File: src/rtl/cordic_iter_engine.sv
// -----------------------------------------------------------------------------
// cordic_iter_engine
//
// Self-sequencing iterative CORDIC core. One (X,Y,Z) operand set is accepted
// per start handshake. The core then runs one micro-rotation per clock until the
// iteration schedule for the latched coordinate system is complete. Linear,
// circular and hyperbolic coordinates are supported, each in rotation mode
// (drive Z to 0) or vectoring mode (drive Y to 0). Gain compensation is the
// caller's job.
//
// Ports
//   clk        system clock, rising edge
//   rst_n      asynchronous active-low reset
//   start      launch request, taken only while ready=1
//   ready      high while IDLE
//   coord      00 linear, 01 circular, 10 hyperbolic, 11 circular (sampled on accept)
//   vec        0 rotation, 1 vectoring (sampled on accept)
//   x_in/y_in/z_in   initial operands (sampled on accept)
//   iter_idx   current shift index, address to the external angle ROM
//   coord_q    latched coordinate system, address to the external angle ROM
//   z_rom      angle constant for (coord_q, iter_idx), used in the same cycle
//   busy       high while iterating
//   valid_out  one-cycle pulse while x_out/y_out/z_out carry fresh results
//   x_out/y_out/z_out  results, held until the next operation completes
// -----------------------------------------------------------------------------
module cordic_iter_engine #(
  parameter int WIDTH = 16,
  parameter int FRAC  = 13,
  parameter int ITERS = 14,
  parameter int IW    = 4
) (
  input  logic             clk,
  input  logic             rst_n,
  input  logic             start,
  output logic             ready,
  input  logic [1:0]       coord,
  input  logic             vec,
  input  logic [WIDTH-1:0] x_in,
  input  logic [WIDTH-1:0] y_in,
  input  logic [WIDTH-1:0] z_in,
  output logic [IW-1:0]    iter_idx,
  output logic [1:0]       coord_q,
  input  logic [WIDTH-1:0] z_rom,
  output logic             busy,
  output logic             valid_out,
  output logic [WIDTH-1:0] x_out,
  output logic [WIDTH-1:0] y_out,
  output logic [WIDTH-1:0] z_out
);

  // Reject parameter sets the index width or number format cannot represent.
  if ((ITERS < 1) || (ITERS > (2 ** IW) - 1) || (FRAC >= WIDTH)) begin : g_param_check
    $error("cordic_iter_engine: illegal WIDTH/FRAC/ITERS/IW combination");
  end

  typedef enum logic [1:0] {
    ST_IDLE,
    ST_ITER,
    ST_DONE
  } state_t;

  state_t state_q, state_d;

  logic signed [WIDTH-1:0] x_q, x_d, y_q, y_d, z_q, z_d;
  logic signed [WIDTH-1:0] x_out_q, x_out_d, y_out_q, y_out_d, z_out_q, z_out_d;
  logic [1:0]              coord_d;
  logic                    vec_q, vec_d;
  logic [IW-1:0]           idx_q, idx_d;
  logic                    rep_q, rep_d;

  logic signed [WIDTH-1:0] x_shift, y_shift, z_rom_s;
  logic signed [WIDTH-1:0] x_step, y_step, z_step;
  logic                    is_lin, is_hyp, d_pos;
  logic [31:0]             idx_ext;
  logic                    rep_idx, last_iter;

  assign ready     = (state_q == ST_IDLE);
  assign busy      = (state_q == ST_ITER);
  assign valid_out = (state_q == ST_DONE);
  assign iter_idx  = idx_q;
  assign x_out     = x_out_q;
  assign y_out     = y_out_q;
  assign z_out     = z_out_q;

  // One micro-rotation from the current registers. Shifts are arithmetic, and
  // all add/sub results simply wrap at WIDTH bits.
  always_comb begin
    is_lin  = (coord_q == 2'b00);
    is_hyp  = (coord_q == 2'b10);
    x_shift = x_q >>> idx_q;
    y_shift = y_q >>> idx_q;
    z_rom_s = $signed(z_rom);

    // d=+1 drives Z toward zero in rotation, or Y toward zero in vectoring.
    d_pos   = vec_q ? y_q[WIDTH-1] : ~z_q[WIDTH-1];

    y_step  = d_pos ? (y_q + x_shift) : (y_q - x_shift);
    z_step  = d_pos ? (z_q - z_rom_s) : (z_q + z_rom_s);

    // X term carries mu: +1 circular (subtract), 0 linear, -1 hyperbolic (add).
    if (is_lin) begin
      x_step = x_q;
    end else if (is_hyp) begin
      x_step = d_pos ? (x_q + y_shift) : (x_q - y_shift);
    end else begin
      x_step = d_pos ? (x_q - y_shift) : (x_q + y_shift);
    end
  end

  // Iteration schedule. Hyperbolic runs indices 1..ITERS and repeats 4, 13 and
  // 40 once each for convergence; rep_q marks that the repeat is being executed
  // so the index is held for exactly one extra cycle.
  always_comb begin
    idx_ext = {{(32 - IW){1'b0}}, idx_q};
    rep_idx = is_hyp && ((idx_ext == 32'd4) || (idx_ext == 32'd13) || (idx_ext == 32'd40));
    if (is_hyp) begin
      last_iter = (idx_ext == 32'(ITERS)) && (!rep_idx || rep_q);
    end else begin
      last_iter = (idx_ext == 32'(ITERS - 1));
    end
  end

  // Next-state logic. Results are captured on the edge into DONE so that
  // x_out/y_out/z_out are already valid while valid_out is high.
  always_comb begin
    state_d = state_q;
    x_d     = x_q;
    y_d     = y_q;
    z_d     = z_q;
    coord_d = coord_q;
    vec_d   = vec_q;
    idx_d   = idx_q;
    rep_d   = rep_q;
    x_out_d = x_out_q;
    y_out_d = y_out_q;
    z_out_d = z_out_q;

    case (state_q)
      ST_IDLE: begin
        if (start) begin
          x_d     = x_in;
          y_d     = y_in;
          z_d     = z_in;
          coord_d = coord;
          vec_d   = vec;
          idx_d   = (coord == 2'b10) ? IW'(1) : IW'(0);
          rep_d   = 1'b0;
          state_d = ST_ITER;
        end
      end

      ST_ITER: begin
        x_d = x_step;
        y_d = y_step;
        z_d = z_step;
        if (last_iter) begin
          x_out_d = x_step;
          y_out_d = y_step;
          z_out_d = z_step;
          rep_d   = 1'b0;
          state_d = ST_DONE;
        end else if (rep_idx && !rep_q) begin
          rep_d = 1'b1;
        end else begin
          idx_d = idx_q + IW'(1);
          rep_d = 1'b0;
        end
      end

      ST_DONE: begin
        state_d = ST_IDLE;
      end

      default: begin
        state_d = ST_IDLE;
      end
    endcase
  end

  // State and datapath registers; reset aborts any operation in flight.
  always_ff @(posedge clk or negedge rst_n) begin
    if (!rst_n) begin
      state_q <= ST_IDLE;
      x_q     <= '0;
      y_q     <= '0;
      z_q     <= '0;
      coord_q <= 2'b01;
      vec_q   <= 1'b0;
      idx_q   <= '0;
      rep_q   <= 1'b0;
      x_out_q <= '0;
      y_out_q <= '0;
      z_out_q <= '0;
    end else begin
      state_q <= state_d;
      x_q     <= x_d;
      y_q     <= y_d;
      z_q     <= z_d;
      coord_q <= coord_d;
      vec_q   <= vec_d;
      idx_q   <= idx_d;
      rep_q   <= rep_d;
      x_out_q <= x_out_d;
      y_out_q <= y_out_d;
      z_out_q <= z_out_d;
    end
  end

endmodule

File: config.mk
export PLATFORM = sky130hd
export DESIGN_NAME = cordic_iter_engine
export DESIGN_NICKNAME = d
export VERILOG_FILES = /design/src/rtl/cordic_iter_engine.sv
export SDC_FILE = /design/constraint.sdc
export NUM_CORES = 1
export LEC_CHECK = 0
export ABC_CLOCK_PERIOD_IN_PS = 12000
export CAP_MARGIN = 10
export CORE_MARGIN = 4
export CORE_UTILIZATION = 40
export DETAILED_ROUTE_END_ITERATION = 10
export HOLD_SLACK_MARGIN = 0.02
export PLACE_DENSITY = 0.59
export SYNTH_ARGS = -nofsm -noshare
export SYNTH_HDL_FRONTEND = slang
export SYNTH_SLANG_ARGS = --single-unit
File: constraint.sdc
create_clock -name clk -period 12 [get_ports clk]
set_clock_uncertainty 0.1 [all_clocks]
set_input_delay 2.4 -clock clk [delete_from_list [all_inputs] [get_ports clk]]
set_output_delay 2.4 -clock clk [all_outputs]
set_load 0.02 [all_outputs]
==> run_1/metal_stack.png <==
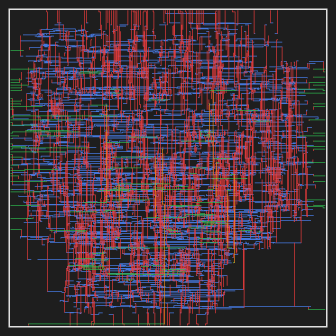
| color | layer | wire length |
|---|---|---|
| red | met2 | 13600 µm |
| green | met3 | 1450 µm |
| blue | met1 | 13100 µm |
| orange | met4 | 353 µm |
Vias: 8608
final wirelength: 28.45 mm

==> run_1/final_congestion.png <==
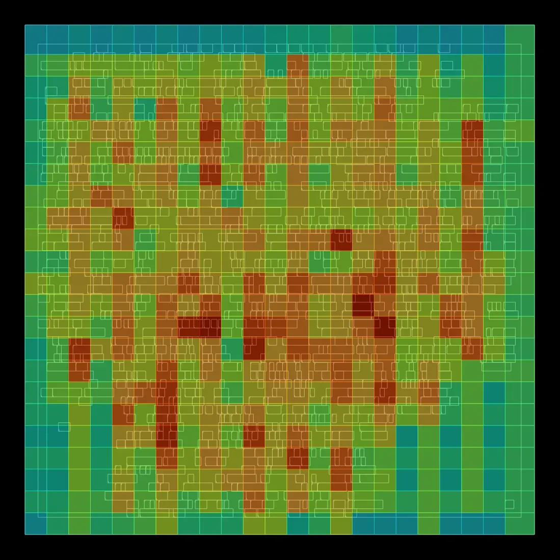
met3 Track Usage GR: 3.419%
GR Util met1: 30.32%
global routing's busiest layer: met2

==> run_1/met3.png <==
Scale bar: 50 µm.
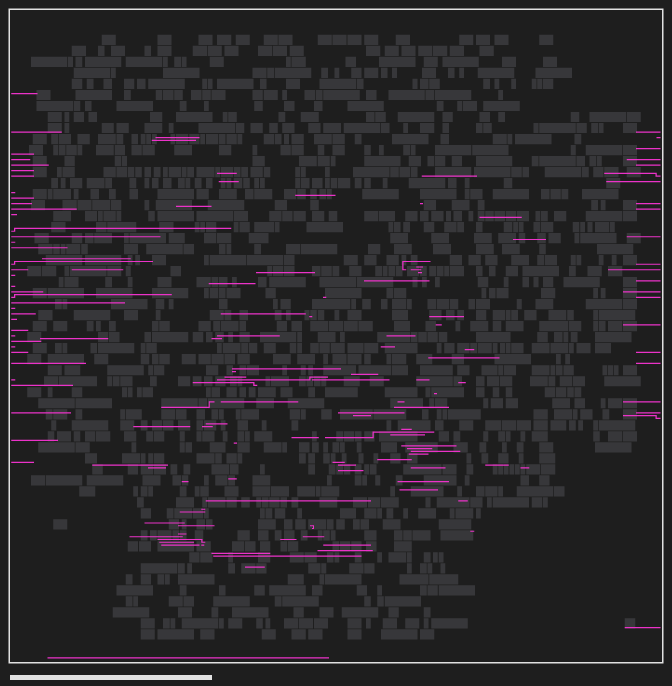
longest straight run: 69.2 µm
main direction: horizontal

==> run_1/clock_map.png <==
Scale bar: 50 µm.
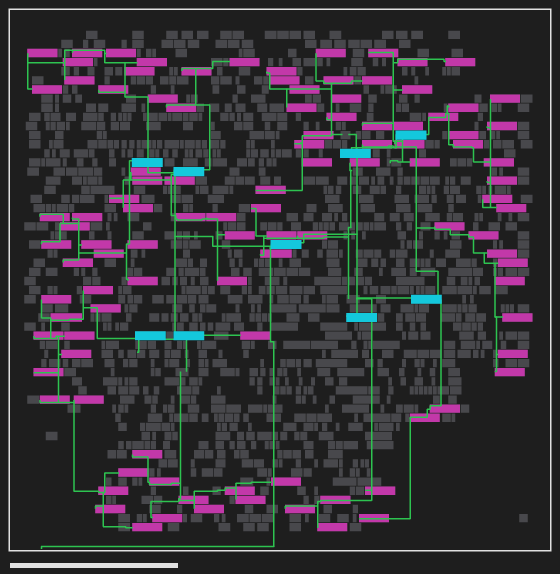
[cyan] cells driving clock nets | count: 9
[magenta] flip-flops | count: 106
[green] clock wires | length: 1790 µm
flops lie: all over the die
routed clock nets: 10

==> out/results.ini, run 1 <==
[clock_network]
cts_resized = 0
cts_buffer_depth = 2
clkTransAtPathRegs_ns = 0.09
cts_tree = done
cts_root_buf = clkbuf_16
cts_num_sinks = 106
cts_buffers = 9
cts_hold_buf = 0

[die]
fp_util_pct = 41.02
core_um2 = 22850
nWellTaps = 313
die_height_um = 161.1

[drt]
drt-met1-wl_mm = 13.05
drtIter0Drc = 684
dr.pass1.iters = 7
viasPerCell = 5.689
route.detailed.drc = 0

[final_layout]
stdcell_area_um2 = 11190
logic_area_um2 = 6291
flops = 106
fin_cells = 1513
dominant_cells = combinational gates
drive_gt1_share_pct = 7.167
num-nonclk-inverters = 52
layout.nets = 1338
clock_tree_area_fraction_pct = 2.549
nNonClkBuffers = 141
logic_gates = 885
sh_seq_area_pct = 23.73

[final_timing]
whs_ns = 0.3751
rsz0062_at_grt = no
timing.slew.headroom_pct = 8.353
setup_ws_ns = 6.351
finalClockPeriodUsage_pct = 47.07
slew_violations = 0

[min_path]
hold_path.class = register to register
hold_end = y_out[5]$_DFFE_PN0P_
hold_path_depth = 2

[placement]
dp.cells = 1496
gp_congestion = 0.9149
dpl_cell_area_um2 = 10900
pre_cts_slack_ns = 5.977
dp_hpwl_mm = 20.67

[setup_path]
r2r_slack_ns = 6.43
cpPeakStageDelay_ns = 0.50
cp_cell_sequence = clkdlybuf4s50_1, inv_1, ha_1, mux2i_1, ha_1, nor2b_1, o21a_1, o21ai_0, a21oi_1, or3_1, and3_1, o31ai_1, a21oi_1, o31a_1
path_depth = 14
cpMaxStageDelayCell = clkdlybuf4s50_1
critPathLaunchType = primary input
cp-end-kind = register
r2r-end = x_out[13]$_DFFE_PN0P_
critPathCapture = z_q[15]$_DFFE_PN0P_
cp-startpoint = z_rom[0]

[logic_synthesis]
synth_area_um2 = 9373
yosysTopAreaCell = dfrtp_1
yosysUniqueCellTypes = 71
yosys-top-cells-area = dfrtp_1, ha_1, o21ai_0
synth-seq-cells = 106
yosysSeqAreaShare_pct = 28.31
synth_top_area_share_pct = 28.03
ys_cells = 1106
yosys_warnings = 0
synth_top_flop_cell = dfrtp_1
ys_sh_xor_pct = 6.167
aoi_share_pct = 24.26
top_logic_kind = AND-OR/OR-AND gates
synth.mux.area_fraction_pct = 10.47
simple_gate_area_share_pct = 16.05
synth_nets = 1249

[global_routing]
antenna_found_initial = 0
gr-total-overflow = 0
grtUsageMet2_pct = 36.45
grt_max_degree = 76

[flow_run]
warnings = 47
drv_cap = 0

[run_status]
status = finished clean

==> inputs of run 2 (changes only) <==
Settings changed: ABC_CLOCK_PERIOD_IN_PS 12000 to 5600.
Clock period 12 ns to 5.6 ns, I/O delays scaled along.
==> run_2/clock_map.png <==
Scale bar: 50 µm.
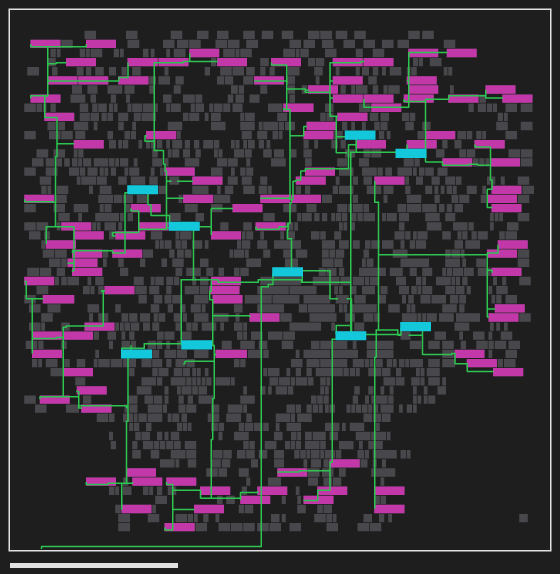
[green] clock wires | length: 1770 µm
[magenta] flip-flops | count: 106
[cyan] cells driving clock nets | count: 9
flops lie: all over the die
Worst-Skew Late Latency: 0.37 ns

==> run_2/final_congestion.png <==
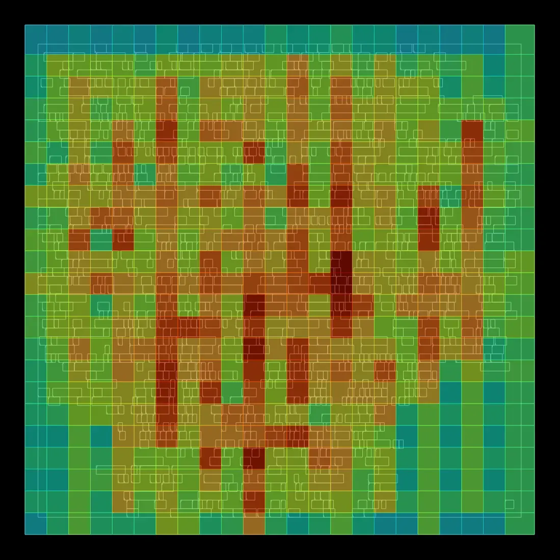
fin util: 49.10%
M2 GR Usage: 36.49%
Avg WL per Cell: 18.97 µm

==> out/results.ini, run 2 <==
[run_status]
status = finished clean

[clock_network]
cts_tree = done
cts_buffers = 9
clkTransAtPathRegs_ns = 0.08
cts_resized = 0
cts_hold_buf = 0
cts_root_buf = clkbuf_16

[logic_synthesis]
aoi_share_pct = 24.26
synth-seq-cells = 106
top_logic_kind = AND-OR/OR-AND gates
simple_gate_area_share_pct = 16.05
synth_top_flop_cell = dfrtp_1
ys_cells = 1106
yosysTopAreaCell = dfrtp_1
ys_sh_xor_pct = 6.167
yosys_warnings = 0
synth_top_area_share_pct = 28.03
synth_nets = 1249
synth.mux.area_fraction_pct = 10.47
yosysUniqueCellTypes = 71
yosysSeqAreaShare_pct = 28.31
yosys-top-cells-area = dfrtp_1, ha_1, o21ai_0

[final_timing]
rsz0062_at_grt = no
whs_ns = 0.3741
setup_ws_ns = 0.5921
finalClockPeriodUsage_pct = 89.43
slew_violations = 0

[setup_path]
cp-startpoint = iter_idx[0]$_DFFE_PN0P_
critPathCapture = y_out[15]$_DFFE_PN0P_
r2r_slack_ns = 0.59
r2r-end = y_out[15]$_DFFE_PN0P_
cp-end-kind = register
worstPathBufferInverterCount = 0
cpMaxStageDelayCell = mux4_1
cp_cell_sequence = mux4_1, mux4_2, or3_1, or3_4, nor4b_4, nand3b_1, a311oi_1, o21ai_1, ha_1, or3_1, o21ai_0, a31o_2, o21ai_0, xnor2_1, o21ai_1
path_depth = 15
critPathLaunchType = register

[flow_run]
warnings = 47
drv_cap = 0

[drt]
vias = 8749
drt_wl_total_mm = 28.77
viasPerCell = 5.767
dr.pass1.iters = 5
route.detailed.drc = 0

[die]
die_height_um = 161.1
core_um2 = 22850
fp_util_pct = 41.02

[placement]
dp_hpwl_mm = 21.68
pre_cts_slack_ns = 0.5350
dpl_cell_area_um2 = 10940
gp_congestion = 0.9351

[global_routing]
grt_use_met3_pct = 3.394
grt-busiest-layer = met2
use_met1_pct = 30.78
grt_max_degree = 75
antenna_found_initial = 0

[final_layout]
dominant_cells = combinational gates
drive_gt1_share_pct = 7.558
stdcell_area_um2 = 11220
flops = 106
logic_gates = 885
nNonClkBuffers = 146
sh_seq_area_pct = 23.67
num-nonclk-inverters = 52
clock_tree_area_fraction_pct = 2.465

[min_path]
hold_path_depth = 2

==> inputs of run 3 (changes only) <==
Settings changed: CORE_ASPECT_RATIO from default to 0.8.
==> out/results.ini, run 3 <==
[final_layout]
num-nonclk-inverters = 52
fin_cells = 1519
logic_area_um2 = 6291
clock_tree_area_fraction_pct = 2.756
logic_gates = 885
nNonClkBuffers = 154
dominant_cells = combinational gates
layout.nets = 1351
sh_seq_area_pct = 23.49
drive_gt1_share_pct = 8.244
stdcell_area_um2 = 11300
flops = 106
lay_top_cells = nand2_1, clkdlybuf4s50_1, dfrtp_1, o21ai_0, a21oi_1
fin_util_pct = 49.70

[placement]
dp.cells = 1503
dpl_cell_area_um2 = 10990
gp_congestion = 0.9148
pre_cts_slack_ns = 0.5422
dp_hpwl_mm = 23.65

[drt]
route.detailed.drc = 0
wl_per_cell_um = 20.53
viasPerCell = 5.782
vias = 8783
drtIter0Drc = 831
drt-met1-wl_mm = 15.28
dr.pass1.iters = 6
drt_wl_total_mm = 31.19

[logic_synthesis]
top_logic_kind = AND-OR/OR-AND gates
simple_gate_area_share_pct = 16.05
yosys-top-cells-area = dfrtp_1, ha_1, o21ai_0
ys_cells = 1106
synth_nets = 1249
synth_top_area_share_pct = 28.03
aoi_share_pct = 24.26
synth_area_um2 = 9373
yosysTopAreaCell = dfrtp_1
synth_top_flop_cell = dfrtp_1
yosysSeqAreaShare_pct = 28.31
synth-seq-cells = 106
yosys_warnings = 0
yosysUniqueCellTypes = 71
ys_sh_xor_pct = 6.167

[die]
fp_util_pct = 41.21
core_um2 = 22750
die-area_um2 = 25960
nWellTaps = 306
die_height_um = 144.9

[clock_network]
cts_num_sinks = 106
clock_latency_ns = 0.37
cts_hold_buf = 0
cts_root_buf = clkbuf_16
cts_buffers = 9
cts_resized = 0
clkTransAtPathRegs_ns = 0.09
cts_tree = done
cts_buffer_depth = 2

[global_routing]
grt_max_degree = 75
use_met1_pct = 37.58
grtUsageMet2_pct = 33.62
grt_use_met3_pct = 5.254
gr-total-overflow = 0

[setup_path]
cpPeakStageDelay_ns = 0.73
worstPathBufferInverterCount = 0
cp_cell_sequence = mux4_1, mux4_2, or3_1, or3_4, nor4b_4, nand3b_1, a311oi_1, o21ai_1, ha_1, or3_1, o21ai_0, a31o_2, o21ai_0, xnor2_1, o21ai_1
critPathCapture = y_out[15]$_DFFE_PN0P_
rr_worst_depth = 15
cp-startpoint = iter_idx[0]$_DFFE_PN0P_
cp-end-kind = register
cpMaxStageDelayCell = dfrtp_1
r2r_slack_ns = 0.49

[min_path]
hold_path_depth = 2
hold_end = y_out[8]$_DFFE_PN0P_

[final_timing]
finalClockPeriodUsage_pct = 91.32
timing.slew.headroom_pct = 21.92
slew_violations = 0
rsz0062_at_grt = no
setup_ws_ns = 0.4858

[flow_run]
drv_cap = 0
warnings = 47

[run_status]
status = finished clean

==> run_3/met2.png <==
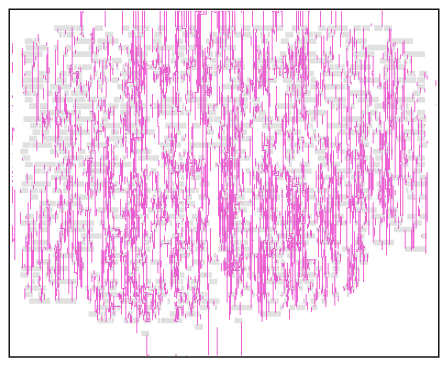
nets with wire on the layer: 1090
share of all routed wire: 42%
longest straight run: 68.3 µm
wire length on this layer: 13000 µm
main direction: vertical

==> run_3/clock_map.png <==
Scale bar: 50 µm.
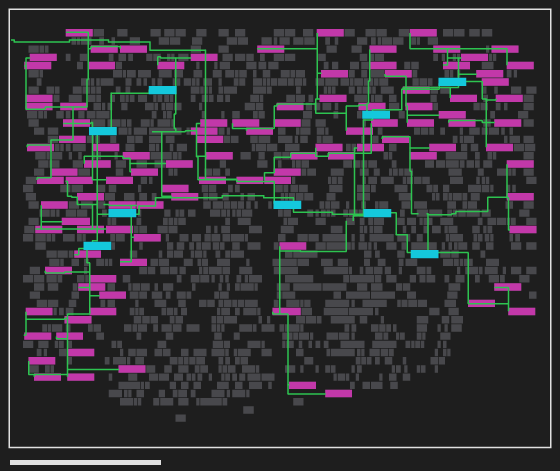
[magenta] flip-flops | count: 106
[cyan] cells driving clock nets | count: 9
[green] clock wires | length: 1660 µm
routed clock nets: 10

